Fig. 1: run 1, sequential cells coloured by netlist name
The bar under the picture is 20 µm long. Other sequential cells in the stronger grey, the rest of the logic in the fainter grey.
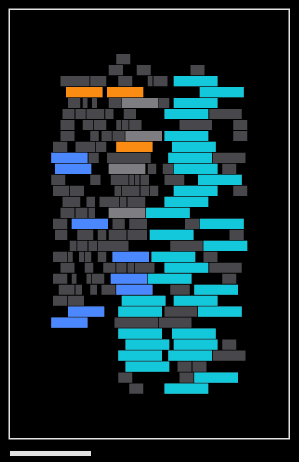
Fig. 2: run 1, routed metal, one colour a layer
The bar under the picture is 20 µm long. Two of the layers only.
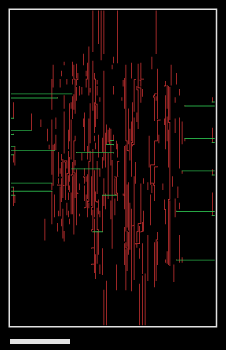
Fig. 3: run 1, track usage over the die
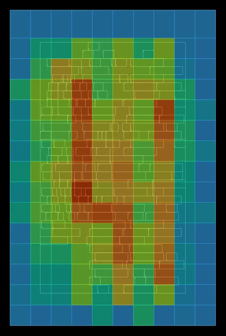
$ cat src/rtl/regincr_pkg.sv
// rtl/regincr_pkg.sv - shared constants for the regincr output buffer blocks
package regincr_pkg;

  localparam int unsigned c_nbits     = 8;
  localparam int unsigned c_drop_bits = 8;
  localparam logic [c_drop_bits-1:0] c_drop_sat = '1;

endpackage

$ cat src/rtl/regincr_fifo_ctrl.sv
// rtl/regincr_fifo_ctrl.sv - pointers, occupancy, handshake decode and drop counter
module regincr_fifo_ctrl
  import regincr_pkg::*;
#(
  parameter  int p_num_entries = 4,
  localparam int c_pw          = $clog2(p_num_entries),
  localparam int c_cw          = c_pw + 1
) (
  input  logic                   clk,
  input  logic                   reset,
  input  logic                   enq_val,
  input  logic                   deq_rdy,
  output logic                   enq_go,
  output logic                   deq_val,
  output logic [c_pw-1:0]        wptr,
  output logic [c_pw-1:0]        rptr,
  output logic [c_cw-1:0]        count,
  output logic [c_drop_bits-1:0] drop_count
);

  localparam logic [c_cw-1:0] c_full = c_cw'(p_num_entries);

  logic full;
  logic empty;
  logic deq_go;

  assign full    = (count == c_full);
  assign empty   = (count == '0);
  assign deq_val = !empty;
  assign deq_go  = deq_val && deq_rdy;
  // A full buffer still accepts when the head leaves in the same cycle.
  assign enq_go  = enq_val && (!full || deq_go);

  always_ff @(posedge clk or posedge reset) begin
    if (reset) begin
      wptr       <= '0;
      rptr       <= '0;
      count      <= '0;
      drop_count <= '0;
    end else begin
      if (enq_go) wptr <= wptr + 1'b1;
      if (deq_go) rptr <= rptr + 1'b1;
      if (enq_go && !deq_go)
        count <= count + 1'b1;
      else if (!enq_go && deq_go)
        count <= count - 1'b1;
      if (enq_val && !enq_go && (drop_count != c_drop_sat))
        drop_count <= drop_count + 1'b1;
    end
  end

endmodule

$ cat src/rtl/regincr_out_fifo.sv
// rtl/regincr_out_fifo.sv - registered output buffer behind the +2 incrementer
module regincr_out_fifo
  import regincr_pkg::*;
#(
  parameter  int p_nbits       = c_nbits,
  parameter  int p_num_entries = 4,
  localparam int c_pw          = $clog2(p_num_entries),
  localparam int c_cw          = c_pw + 1
) (
  input  logic                   clk,
  input  logic                   reset,
  input  logic                   enq_val,
  input  logic [p_nbits-1:0]     enq_msg,
  output logic                   deq_val,
  input  logic                   deq_rdy,
  output logic [p_nbits-1:0]     deq_msg,
  output logic [c_cw-1:0]        count,
  output logic [c_drop_bits-1:0] drop_count
);

  logic              enq_go;
  logic [c_pw-1:0]   wptr;
  logic [c_pw-1:0]   rptr;
  logic [p_nbits-1:0] mem [p_num_entries];

  regincr_fifo_ctrl #(
    .p_num_entries (p_num_entries)
  ) u_ctrl (
    .clk        (clk),
    .reset      (reset),
    .enq_val    (enq_val),
    .deq_rdy    (deq_rdy),
    .enq_go     (enq_go),
    .deq_val    (deq_val),
    .wptr       (wptr),
    .rptr       (rptr),
    .count      (count),
    .drop_count (drop_count)
  );

  // Storage needs no reset: the empty flag masks stale entries.
  always_ff @(posedge clk) begin
    if (enq_go) mem[wptr] <= enq_msg;
  end

  assign deq_msg = mem[rptr];

endmodule
$ cat config.mk
export PLATFORM = sky130hd
export DESIGN_NAME = regincr_out_fifo
export DESIGN_NICKNAME = d
export VERILOG_FILES = /design/src/rtl/regincr_pkg.sv /design/src/rtl/regincr_fifo_ctrl.sv /design/src/rtl/regincr_out_fifo.sv
export SDC_FILE = /design/constraint.sdc
export NUM_CORES = 1
export LEC_CHECK = 0
export ABC_CLOCK_PERIOD_IN_PS = 2700
export CORE_AREA = 10 10 59 96
export CTS_BUF_LIST = sky130_fd_sc_hd__clkbuf_4 sky130_fd_sc_hd__clkbuf_8 sky130_fd_sc_hd__clkbuf_16
export DETAILED_ROUTE_END_ITERATION = 10
export DIE_AREA = 0 0 69 106
export PLACE_DENSITY = 0.75
export SYNTH_ARGS = -nofsm -noshare
export SYNTH_HDL_FRONTEND = slang
export SYNTH_SLANG_ARGS = --single-unit
$ cat constraint.sdc
create_clock -name clk -period 2.7 [get_ports clk]
set_input_delay 0.54 -clock clk [delete_from_list [all_inputs] [get_ports clk]]
set_output_delay 0.54 -clock clk [all_outputs]
set_load 0.01 [all_outputs]
==> out/qor.yml, run 1 <==
final_layout:
  area_growth_pct: 26.6
  non_clock_buffer_count: 38
  layout_top_registers: "mem x32, u_ctrl.drop_count x8, u_ctrl.count x3"
  clkCellAreaFrac: 0.0533
  largest-register: "mem"
  share_of_cell_area_taken_by_multi_input_logic_gates: 0.250
  logic_gate_count: 62
  largest_class: "sequential cells"
synth:
  synth.ff_latch_count: 47
  synthDominantCellAreaShare: 0.476
  syn-num-nets: 138
  enable_flop_cells: 32
  yosys_most_used_dff: "edfxtp_1"
  yosys_warnings: 0
  synth-async-reset-ratio: 0.319
setup_path:
  worstPathArrival_ps: 1870
  crit_fanout: 10
  crit_path_end: "deq_msg[7]"
  worst-setup-path-type: "reg -> out"
  r2r-end: "u_ctrl.count[1]$_DFFE_PP0P_"
floorplan:
  tap_cell_count: 49
  fp-row-count: 31
  die_h_um: 106
clocking:
  holdBufCountCts: 0
  post_cts_resize_count: 0
  cts_tree: "done"
  ctsRootBufferMaster: "clkbuf_8"
  tritoncts.num_buffers: 5
  clock_tree.htree_level_count: 2
placement:
  place_worst_setup_slack_ps: -15.4
  place.port_buffers: 31
  gpl.final_weighted_congestion: 0.774
  dpl.hpwl_mm: 2.79
status:
  outcome: "finished, final reports clean"
routing:
  first_iter_violations: 69
  met3WireLength_um: 180
  post_drt_via_cell_ratio: 5.45
sta:
  worst_slack_ps: 294
  final_min_period_over_clock_period: 0.891
global_routing:
  grt_antenna_before_repair: 0
worst_hold_path:
  holdPathEnd: "u_ctrl.count[2]$_DFFE_PP0P_"
-- Fig. 1 (at the start) --
[blue] u_ctrl.drop_count | placed flops: 8
[cyan] mem | placed flops: 32
[orange] u_ctrl.count | placed flops: 3
not coloured: 4
Sequential Area: 0.00134 mm²
utilization after layout: 0.622
Seq group: 1070 µW
sequential portion of the cell area: 0.523

-- Fig. 2 (at the start) --
[red] metal 2 | wire length: 2,010 µm
[green] metal 3 | wire length: 181 µm
total number of vias: 1,145
total length of routed wires: 3.67 mm
overall fraction of global-route tracks in use: 0.105
post-DR wirelength/cell: 17.5 µm

-- Fig. 3 (at the start) --
Most Crowded Layer GR: met2
met1 track utilization from global routing: 0.113
met3 track utilization from global routing: 0.0326
met2 Track Usage GR: 0.187

-- run 1: worst max-delay path, stage by stage (launching register included) --
cell and delay, ps:
dfrtp_1 330, buf_4 220, mux4_2 530, clkdlybuf4s50_1 500
-- run 1: layout by cell type, fill, tap and decap left out, types with 6 or more instances in the layout --
master and count:
xnor2_1 6, dfrtp_1 15, buf_4 7, edfxtp_1 32, inv_1 6, ha_1 6
clkdlybuf4s50_1 31, mux4_2 8
-- run 1: kinds of logic after synthesis --
kind of cell,Yosys count,synth area share
and+or+nand+nor,25,0.0842
DFF,47,0.661
xor gates and xnor gates,9,0.0390
AOI/OAI and AO/OA,8,0.0285
adders and majority gates,7,0.0471
buffers and inverters,10,0.0229
muxes,13,0.117
-- run 1: power breakdown --
part           internal, µW  switching (µW)
Clock                   380             213
Combinational           498             361
Sequential              948             125
==> run 2, diff against run 1 <==
SKIP_CTS_REPAIR_TIMING = 1   (was unset)
TNS_END_PERCENT = 30   (was unset)
Fig. 4: run 2, track usage over the die
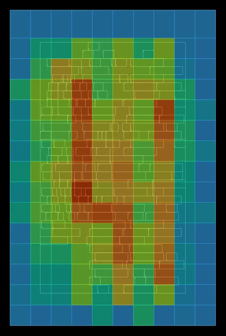

Fig. 5: run 2, routed metal, one colour a layer
The bar under the picture is 20 µm long. Two of the layers only.
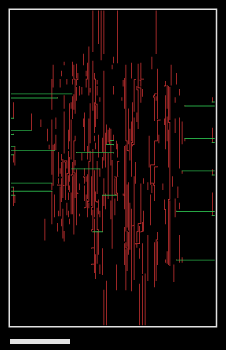
[green] metal 3 | wire length: 181 µm
[red] metal 2 | wire length: 2,010 µm

==> run 2 against run 1 <==
Compared with the run above: sequential cell count is the same; register-to-register slack is essentially flat; clock skew unchanged; power did not move; sequential share of layout area is the same; fmax unchanged; cell count did not move; setup slack did not move; wire length did not move; count of clock-buffer cells in the layout is the same; global-route usage stayed put; critical path type unchanged; largest cell class unchanged; highest routed layer unchanged.
==> out/qor.yml, run 2 <==
clocking:
  clock_tree.htree_level_count: 2  # unchanged
  clock_sinks: 47  # unchanged
  cts_tree: "done"  # unchanged
  tritoncts.num_buffers: 5  # unchanged
  ctsRootBufferMaster: "clkbuf_8"  # unchanged
global_routing:
  global_route.usage.total: 0.105  # unchanged
  grt_antenna_before_repair: 0  # unchanged
  first_global_vias: 1240  # unchanged
final_layout:
  layout.area.seq_mm2: 0.00134  # unchanged
  area_growth_pct: 26.6  # unchanged
  largest-register: "mem"  # unchanged
  non_clock_buffer_count: 38  # unchanged
  clkCellAreaFrac: 0.0533  # unchanged
  logic_gate_count: 62  # unchanged
  largest_class: "sequential cells"  # unchanged
  largest_register_ffs: 32  # unchanged
  non_clock_buffer_area_share: 0.142  # unchanged
  mostFrequentLayoutCells: "32 x edfxtp_1, 31 x clkdlybuf4s50_1, 15 x dfrtp_1"  # unchanged
  sequential_portion_of_the_cell_area: 0.523  # unchanged
  share_of_cell_area_taken_by_multi_input_logic_gates: 0.250  # unchanged
  final_util: 0.622  # unchanged
  layout_top_registers: "mem x32, u_ctrl.drop_count x8, u_ctrl.count x3"  # unchanged
  number_of_flip_flops_and_latches: 47  # unchanged
  lay_top_count: "edfxtp_1"  # unchanged
placement:
  place_inst: 202  # unchanged
  place_worst_setup_slack_ps: -15.4  # unchanged
  gpl.final_weighted_congestion: 0.774  # unchanged
  dpl.hpwl_mm: 2.79  # unchanged
  place.port_buffers: 31  # unchanged
setup_path:
  crit_fanout: 10  # unchanged
  cell_breakdown_of_the_critical_path: "buf_4, mux4_2, clkdlybuf4s50_1"  # unchanged
  cpMaxStageDelayCell: "mux4_2"  # unchanged
  critical_path.startpoint: "u_ctrl.rptr[0]$_DFFE_PP0P_"  # unchanged
  crit_path_end: "deq_msg[7]"  # unchanged
  worstPathArrival_ps: 1870  # about the same
  crit_family: "buffers and inverters"  # unchanged
  worst-setup-path-type: "reg -> out"  # unchanged
  timing.critical_path.to_type: "output port"  # unchanged
  worstSetupPathDepth: 3  # unchanged
  worst_path_largest_cell_delay_ps: 530  # about the same
  r2r-end: "u_ctrl.count[1]$_DFFE_PP0P_"  # unchanged
  critical_path.n_buffers_inverters: 2  # unchanged
routing:
  drt-wirelength-per-cell_um: 17.5  # unchanged
  highest-signal-layer: "met4"  # unchanged
  wirelength_mm: 3.67  # unchanged
  met3WireLength_um: 180  # unchanged
  post_drt_via_cell_ratio: 5.45  # unchanged
  num_vias: 1145  # unchanged
  first_iter_violations: 69  # unchanged
synth:
  enable_flop_cells: 32  # unchanged
  synth.ff_latch_count: 47  # unchanged
  syn-num-nets: 138  # unchanged
  synthDominantCellAreaShare: 0.476  # unchanged
  yosys_most_used_dff: "edfxtp_1"  # unchanged
  yosys_warnings: 0  # unchanged
  synth-async-reset-ratio: 0.319  # unchanged
sta:
  worst_slack_ps: 294  # unchanged
  layout_min_cycle_time_ps: 2410  # unchanged
  final_min_period_over_clock_period: 0.891  # unchanged
  timing.slew.headroom: 0.627  # unchanged
floorplan:
  tap_cell_count: 49  # unchanged
  die_h_um: 106  # unchanged
  fp-row-count: 31  # unchanged
power:
  power_dens_cells_mw_per_mm2: 988  # unchanged
status:
  outcome: "finished, final reports clean"  # unchanged
flow_run:
  warnings: 29  # unchanged
worst_hold_path:
  holdPathEnd: "u_ctrl.count[2]$_DFFE_PP0P_"  # unchanged
-- run 2: cell counts in the layout (fill, tap and decap cells not counted) --
Identical to the previous run, type by type.
-- run 2: report_power, final --
group	total [µW]	switching, µW	internal [µW]
combinational	859	361	498
clock	593	213	380
sequential	1070	125	948
total	2530	700	1830
-- run 2: cell families after synthesis --
group                      Yosys count  share of synthesized area
AOI/OAI and AO/OA                    8                     0.0285
and+or+nand+nor                     25                     0.0842
buffers and inverters               10                     0.0229
xor gates and xnor gates             9                     0.0390
DFF                                 47                      0.661
adders and majority gates            7                     0.0471
muxes                               13                      0.117
-- run 2: metal layers --
metal	up-vias	track usage
met3	4	0.0326
met5	-	0
li1	539	-
met2	30	0.187
met4	0	0.0347
met1	572	0.113
Fig. 6: run 2, sequential cells coloured by netlist name
The bar under the picture is 20 µm long. Other sequential cells in the stronger grey, the rest of the logic in the fainter grey.
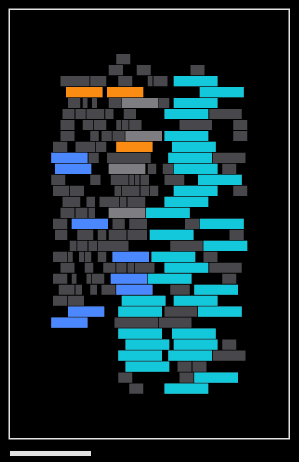

==> run 3, diff against run 2 <==
CELL_PAD_IN_SITES_DETAIL_PLACEMENT = 1   (was unset)
CELL_PAD_IN_SITES_GLOBAL_PLACEMENT = 1   (was unset)
CORE_AREA = 10 10 74 122   (was 10 10 59 96)
DIE_AREA = 0 0 84 132   (was 0 0 69 106)
PLACE_DENSITY = unset   (was 0.75)
PLACE_DENSITY_LB_ADDON = 0.1   (was unset)
Fig. 7: run 3, sequential cells coloured by netlist name
The bar under the picture is 20 µm long. Other sequential cells in the stronger grey, the rest of the logic in the fainter grey.
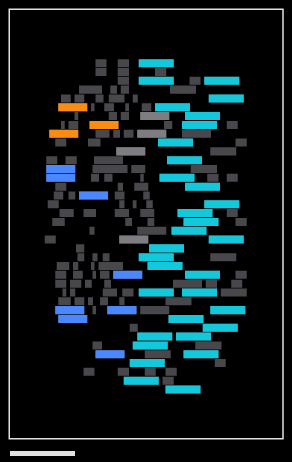
[cyan] mem | placed flops: 32
[orange] u_ctrl.count | placed flops: 3
[blue] u_ctrl.drop_count | placed flops: 8
not coloured: 4
Seq group: 1080 µW
sequential portion of the cell area: 0.509
utilization after layout: 0.380

Fig. 8: run 3, cell density map
The die is cut into 8 by 13 equal tiles; black is low, pale yellow is high, 0 to 100% covered.
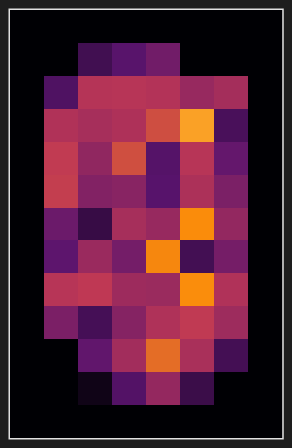
densest ninth of the die: middle
tiles over 75% full: 2.9%
nearly empty tiles: 42%
mean over tiles: 23%
emptiest ninth of the die: bottom left
fullest tile: 80%
floorplan core area: 0.00691 mm²
fp_density: 0.293

==> run 3 against run 2 <==
Compared with the run above: sequential power about the same; largest power group unchanged; fmax decreased by 1.4%; critical path depth increased by 4; largest cell class unchanged; critical endpoint is now u_ctrl.count[1]$_DFFE_PP0P_; non-clock buffer count did not move; highest routed layer unchanged; combinational power grew 2.6%; setup slack worse by 34 ps; die area is 52% higher; register-to-register slack about the same; count of clock-buffer cells in the layout unchanged.
==> out/qor.yml, run 3 <==
setup_path:
  timing.critical_path.to_type: "flip-flop"  # was output port
  worstSetupPathDepth: 7  # was 3
  cell_breakdown_of_the_critical_path: "clkdlybuf4s50_1, or4b_4, and2_1, ha_1, inv_1, fa_1, mux2_2"  # was buf_4, mux4_2, clkdlybuf4s50_1
  worst_path_largest_cell_delay_ps: 490  # was 530 ps
  crit_fanout: 2  # was 10
  crit_family: "simple AND/OR/NAND/NOR gates"  # was buffers and inverters
  worst-setup-path-type: "in -> reg"  # was reg -> out
  worstPathArrival_ps: 2610  # was 1870 ps
  cpMaxStageDelayCell: "or4b_4"  # was mux4_2
  critical_path.n_buffers_inverters: 2  # unchanged
power:
  power.share.switching: 0.285  # was 0.277
  pwr-share-clk: 0.260  # was 0.235
  power_dens_cells_mw_per_mm2: 1010  # was 988 mW/mm²
  comb_power_share: 0.333  # was 0.340
  clk-power_uw: 687  # was 593 µW
  top_power_group: "registers"  # unchanged
  combinational_logic_power_uw: 881  # was 859 µW
  net-switching-power_uw: 753  # was 700 µW
  int_power_uw: 1890  # was 1830 µW
clocking:
  ctsRootBufferMaster: "clkbuf_16"  # was clkbuf_8
  cts_tree: "done"  # unchanged
  clock_sinks: 47  # unchanged
  clock_tree.htree_level_count: 2  # unchanged
placement:
  place_inst: 237  # was 202
  gpl.final_weighted_congestion: 0.742  # was 0.774
  dpl.hpwl_mm: 3.34  # was 2.79 mm
  place_worst_setup_slack_ps: -44.3  # was -15.4 ps
  place.port_buffers: 31  # unchanged
synth:
  top_logic_kind: "multiplexers"  # unchanged
  yosys_most_used_dff: "edfxtp_1"  # unchanged
  synth-async-reset-ratio: 0.319  # unchanged
  yosys_warnings: 0  # unchanged
  syn-num-nets: 138  # unchanged
  xor_and_xnor_fraction_of_the_mapped_netlist_area: 0.0390  # unchanged
  muxShareOfSynthArea: 0.117  # unchanged
  fraction_of_the_mapped_netlist_area_in_adder_cells: 0.0471  # unchanged
  synthDominantCellAreaShare: 0.476  # unchanged
  synth.ff_latch_count: 47  # unchanged
  ys_sh_aoi: 0.0285  # unchanged
flow_run:
  warnings: 29  # unchanged
global_routing:
  grt_use_met1: 0.0825  # was 0.113
  first_global_vias: 1328  # was 1,240
  global_route.usage.total: 0.0850  # was 0.105
  grt_use_met2: 0.151  # was 0.187
final_layout:
  logic_gate_count: 62  # unchanged
  non_clock_buffer_count: 38  # unchanged
  largest_class: "sequential cells"  # unchanged
  share_of_cell_area_taken_by_multi_input_logic_gates: 0.243  # was 0.250
  clkCellAreaFrac: 0.0619  # was 0.0533
  number_of_flip_flops_and_latches: 47  # unchanged
  layout_top_registers: "mem x32, u_ctrl.drop_count x8, u_ctrl.count x3"  # unchanged
  lay_top_count: "edfxtp_1"  # unchanged
  area_growth_pct: 30.0  # was 26.6%
  mostFrequentLayoutCells: "32 x edfxtp_1, 31 x clkdlybuf4s50_1, 15 x dfrtp_1"  # unchanged
  layout.area.seq_mm2: 0.00134  # unchanged
floorplan:
  tap_cell_count: 84  # was 49
  fp-row-count: 40  # was 31
sta:
  layout_min_cycle_time_ps: 2440  # was 2410 ps
  worst_slack_ps: 260  # was 294 ps
  timing.slew.headroom: 0.590  # was 0.627
routing:
  wirelength_mm: 4.45  # was 3.67 mm
  met3WireLength_um: 255  # was 180 µm
  highest-signal-layer: "met4"  # unchanged
status:
  outcome: "finished, final reports clean"  # unchanged
run 3: cell counts after synthesis:
Identical to the previous run, type by type.
run 3: worst paths after layout:
path                       slack, ps                          endpoint                         from
setup / recovery                 260       u_ctrl.count[1]$_DFFE_PP0P_                      deq_rdy
hold / removal                   530       u_ctrl.count[2]$_DFFE_PP0P_  u_ctrl.count[2]$_DFFE_PP0P_
setup reg to reg                 410       u_ctrl.count[1]$_DFFE_PP0P_  u_ctrl.count[0]$_DFFE_PP0P_
hold reg to reg                  530       u_ctrl.count[2]$_DFFE_PP0P_  u_ctrl.count[2]$_DFFE_PP0P_
max in group asynchronous       1670  u_ctrl.drop_count[1]$_DFFE_PP0P_                        reset
min in group asynchronous        630        u_ctrl.rptr[1]$_DFFE_PP0P_                        reset
Power figures rest on the tool's default switching activity, not on a simulated workload.
